flops_by_reg.png
The bar under the picture is 20 um long. Other sequential cells in the stronger grey, the rest of the logic in the fainter grey.
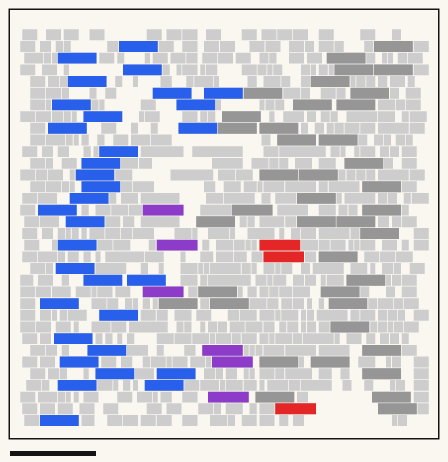
congestion.png
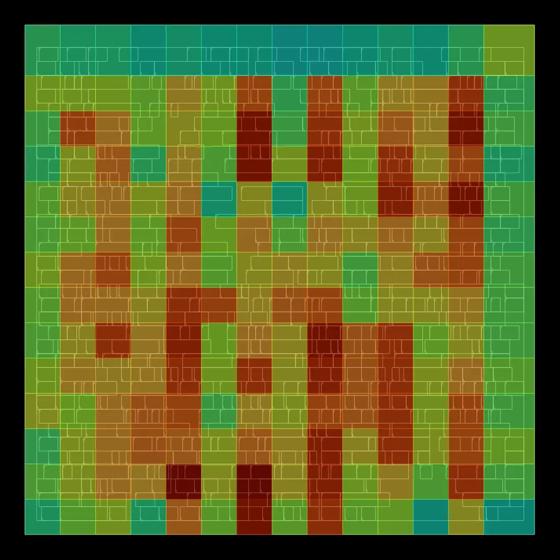
logic_types.png
The bar under the picture is 20 um long.
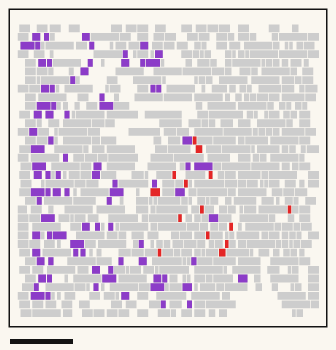
$ cat config.mk
export PLATFORM = sky130hd
export DESIGN_NAME = spi_arbiter
export DESIGN_NICKNAME = d
export VERILOG_FILES = /design/src/rtl/spi_arb_pkg.sv /design/src/rtl/rr_pick.sv /design/src/rtl/spi_arbiter.sv
export SDC_FILE = /design/constraint.sdc
export NUM_CORES = 1
export LEC_CHECK = 0
export ABC_AREA = 1
export CORE_MARGIN = 2
export CORE_UTILIZATION = 40
export DETAILED_ROUTE_END_ITERATION = 16
export PLACE_DENSITY = 0.8
export SETUP_SLACK_MARGIN = 0.5
export SLEW_MARGIN = 20
export SYNTH_ARGS = -nofsm -noshare
export SYNTH_HDL_FRONTEND = slang
export SYNTH_HIERARCHICAL = 1
export SYNTH_SLANG_ARGS = --single-unit
$ cat constraint.sdc
create_clock -name clk_in -period 1.76 [get_ports clk_in]
set_input_delay 0.176 -clock clk_in [delete_from_list [all_inputs] [get_ports clk_in]]
set_output_delay 0.176 -clock clk_in [all_outputs]
set_load 0.02 [all_outputs]
$ cat src/rtl/spi_arb_pkg.sv
// Shared types and widths for the spi_master transfer-port arbiter.
package spi_arb_pkg;
   localparam int unsigned SPI_DATA_W  = 32;
   localparam int unsigned SPI_NBITS_W = 6;
   localparam int unsigned IDX_W       = 2;   // requester index width, covers NREQ up to 4

   typedef enum logic [2:0] {
      IDLE,
      CHECK,
      ISSUE,
      WAIT_BUSY,
      WAIT_DONE,
      DONE
   } state_t;
endpackage

$ cat src/rtl/rr_pick.sv
// Combinational round-robin picker: first valid bit searching upward from last+1, wrapping.
module rr_pick
   import spi_arb_pkg::*;
#(
   parameter int unsigned N = 2
) (
   input  logic [N-1:0]     valid,
   input  logic [IDX_W-1:0] last,
   output logic [N-1:0]     winner,
   output logic [IDX_W-1:0] index,
   output logic             found
);

   always_comb begin
      winner = '0;
      index  = '0;
      found  = 1'b0;
      // Scan farthest offset first so the nearest valid requester after last overwrites.
      for (int unsigned k = N; k >= 1; k--) begin
         for (int unsigned j = 0; j < N; j++) begin
            if (valid[j] && (j == (32'(last) + k) % N)) begin
               winner    = '0;
               winner[j] = 1'b1;
               index     = IDX_W'(j);
               found     = 1'b1;
            end
         end
      end
   end

endmodule

$ cat src/rtl/spi_arbiter.sv
// Round-robin arbiter sharing one spi_master transfer port among NREQ requesters.
// Optional ownership lock for back-to-back transfers: define SPI_ARB_LOCK_EN.
module spi_arbiter
   import spi_arb_pkg::*;
#(
   parameter int unsigned NREQ      = 2,
   parameter int unsigned NBITS_MAX = 32
) (
   input  logic                          clk_in,
   input  logic                          nrst,
   input  logic [NREQ-1:0]               req_valid,
   input  logic [SPI_DATA_W*NREQ-1:0]    req_mosi_data,
   input  logic [SPI_NBITS_W*NREQ-1:0]   req_nbits,
`ifdef SPI_ARB_LOCK_EN
   input  logic [NREQ-1:0]               req_lock,
`endif
   output logic [NREQ-1:0]               req_grant,
   output logic [NREQ-1:0]               req_done,
   output logic [SPI_DATA_W-1:0]         req_miso_data,
   output logic [SPI_DATA_W-1:0]         spi_mosi_data,
   output logic [SPI_NBITS_W-1:0]        spi_nbits,
   output logic                          spi_request,
   input  logic                          spi_ready,
   input  logic [SPI_DATA_W-1:0]         spi_miso_data,
   output logic                          busy
);

   state_t                 state;
   logic [IDX_W-1:0]       last;
   logic [IDX_W-1:0]       owner;
   logic                   issue;
   logic [NREQ-1:0]        pick_valid;
   logic [NREQ-1:0]        pick_onehot;
   logic [IDX_W-1:0]       pick_index;
   logic                   pick_found;
   logic [SPI_DATA_W-1:0]  sel_mosi;
   logic [SPI_NBITS_W-1:0] sel_nbits;
`ifdef SPI_ARB_LOCK_EN
   logic                   lock_q;
   logic                   lock_hold;

   assign lock_hold = |(req_lock & req_grant);
`endif

   rr_pick #(.N(NREQ)) u_pick (
      .valid  (pick_valid),
      .last   (last),
      .winner (pick_onehot),
      .index  (pick_index),
      .found  (pick_found)
   );

   always_comb begin
      pick_valid = req_valid;
`ifdef SPI_ARB_LOCK_EN
      // While locked, only the owner may win; dropping its lock reopens arbitration.
      if (lock_q && lock_hold) pick_valid = req_valid & req_grant;
`endif
      sel_mosi  = '0;
      sel_nbits = '0;
      for (int unsigned i = 0; i < NREQ; i++) begin
         if (pick_onehot[i]) begin
            sel_mosi  = req_mosi_data[SPI_DATA_W*i +: SPI_DATA_W];
            sel_nbits = req_nbits[SPI_NBITS_W*i +: SPI_NBITS_W];
         end
      end
   end

   // Request is gated by ready so a master still finishing never sees a request.
   assign spi_request = issue & spi_ready;

   always_ff @(posedge clk_in or negedge nrst) begin
      if (!nrst) begin
         state         <= IDLE;
         last          <= IDX_W'(NREQ - 1);
         owner         <= '0;
         issue         <= 1'b0;
         req_grant     <= '0;
         req_done      <= '0;
         req_miso_data <= '0;
         spi_mosi_data <= '0;
         spi_nbits     <= '0;
         busy          <= 1'b0;
`ifdef SPI_ARB_LOCK_EN
         lock_q        <= 1'b0;
`endif
      end else begin
         case (state)
            IDLE: begin
`ifdef SPI_ARB_LOCK_EN
               if (lock_q && !lock_hold) begin
                  lock_q    <= 1'b0;
                  req_grant <= '0;
               end
`endif
               if (pick_found) begin
                  spi_mosi_data <= sel_mosi;
                  spi_nbits     <= sel_nbits;
                  req_grant     <= pick_onehot;
                  owner         <= pick_index;
                  busy          <= 1'b1;
                  state         <= CHECK;
               end
            end
            CHECK: begin
               if (spi_nbits == '0 || 32'(spi_nbits) > NBITS_MAX) begin
                  req_done      <= req_grant;
                  req_miso_data <= '0;
                  state         <= DONE;
               end else begin
                  issue <= 1'b1;
                  state <= ISSUE;
               end
            end
            ISSUE: begin
               if (spi_ready) begin
                  issue <= 1'b0;
                  state <= WAIT_BUSY;
               end
            end
            WAIT_BUSY: begin
               if (!spi_ready) state <= WAIT_DONE;
            end
            WAIT_DONE: begin
               if (spi_ready) begin
                  req_done      <= req_grant;
                  req_miso_data <= spi_miso_data;
                  state         <= DONE;
               end
            end
            DONE: begin
               req_done      <= '0;
               req_miso_data <= '0;
               last          <= owner;
               busy          <= 1'b0;
               state         <= IDLE;
`ifdef SPI_ARB_LOCK_EN
               if (lock_hold) begin
                  lock_q <= 1'b1;
               end else begin
                  lock_q    <= 1'b0;
                  req_grant <= '0;
               end
`else
               req_grant <= '0;
`endif
            end
            default: begin
               state     <= IDLE;
               issue     <= 1'b0;
               req_grant <= '0;
               req_done  <= '0;
               busy      <= 1'b0;
            end
         endcase
      end
   end

endmodule
==> summary.txt <==
Results of an implementation run.

The average detailed-routed wire length per instance is 18.4 um. The largest individual stage delay along the critical path comes from the cell sky130_fd_sc_hd__dfrtp_2. The number of cells on the worst reg-to-reg path is 9. The flow ran to the end, and the final reports show no timing, DRC or antenna violations. The transition at the pin with the smallest max-transition slack is 362 ps. The top cell types in the final layout, fill and taps aside, are 111 x sky130_fd_sc_hd__clkdlybuf4s50_1, 73 x sky130_fd_sc_hd__nand2_1, 71 x sky130_fd_sc_hd__dfrtp_1, 44 x sky130_fd_sc_hd__nand2_2, 42 x sky130_fd_sc_hd__clkdlybuf4s15_1.

The leakage power of the design is about 0.0032 uW. In this run, CTS created clock tree buffers numbering 9. The highest clock rate this design can be run at is 654 MHz.

After detailed routing, the wire length on met1 is about 5200 um. The number of tap cells inserted is approximately 110. The skew report gives the latency at the later pin of the worst-skew pair as 360 ps. The data arrival at the endpoint of the critical path is 1770 ps. The number of buffers and inverters on the critical path is 2.

The worst-case reg-to-reg setup slack stands at 230 ps. The area overhead of the layout relative to synthesis is 89.4%. Ranked by total area, the top cell class in this layout is buffers.

For reference, the critical path cell chain is inv_1 -> nand2_2 -> nor2_4 -> nand2_4 -> nand2_8 -> buf_12 -> nand2_8 -> nand2_2 -> nand2_1. In the final layout, clock buffers and inverters account for 2.95% of the cell area. The starting density of the core is 41.5%. Per the layout report, the design carries 14 non-clock inverters.

In the power breakdown, the internal column shows 6960 uW. The initial antenna violation count is 0. The clock passes through at most 2 buffers. The total of endpoints with negative setup slack in the final report is 0. The total wire length is 13800 um.

The total area inside the core boundary comes to 8810 um^2. Across all hold checks on the routed design, the worst slack comes to 268 ps. In the finished design, the share of the clock period the worst path needs comes to 86.9%.

The total number of H-tree levels is 3. The yosys warning tally is 6. At the end of routability-driven placement, the weighted congestion stood at 0.904.
-- flops_by_reg.png (at the start) --
- spi_mosi_data: blue (placed flops 32)
- spi_nbits: purple (placed flops 6)
- state: red (placed flops 3)
- not coloured: 40

-- congestion.png (at the start) --
routing usage on met1: 29.1%
GRT Resource Usage Total: 25.4%
busiest layer in global routing: met2
met2 global-route usage: 45.0%
met3 Use GR: 7.03%

-- logic_types.png (at the start) --
- inverters: red (cells 14)
- inverting AOI/OAI gates: purple (cells 86)

Power figures rest on the tool's default switching activity, not on a simulated workload.
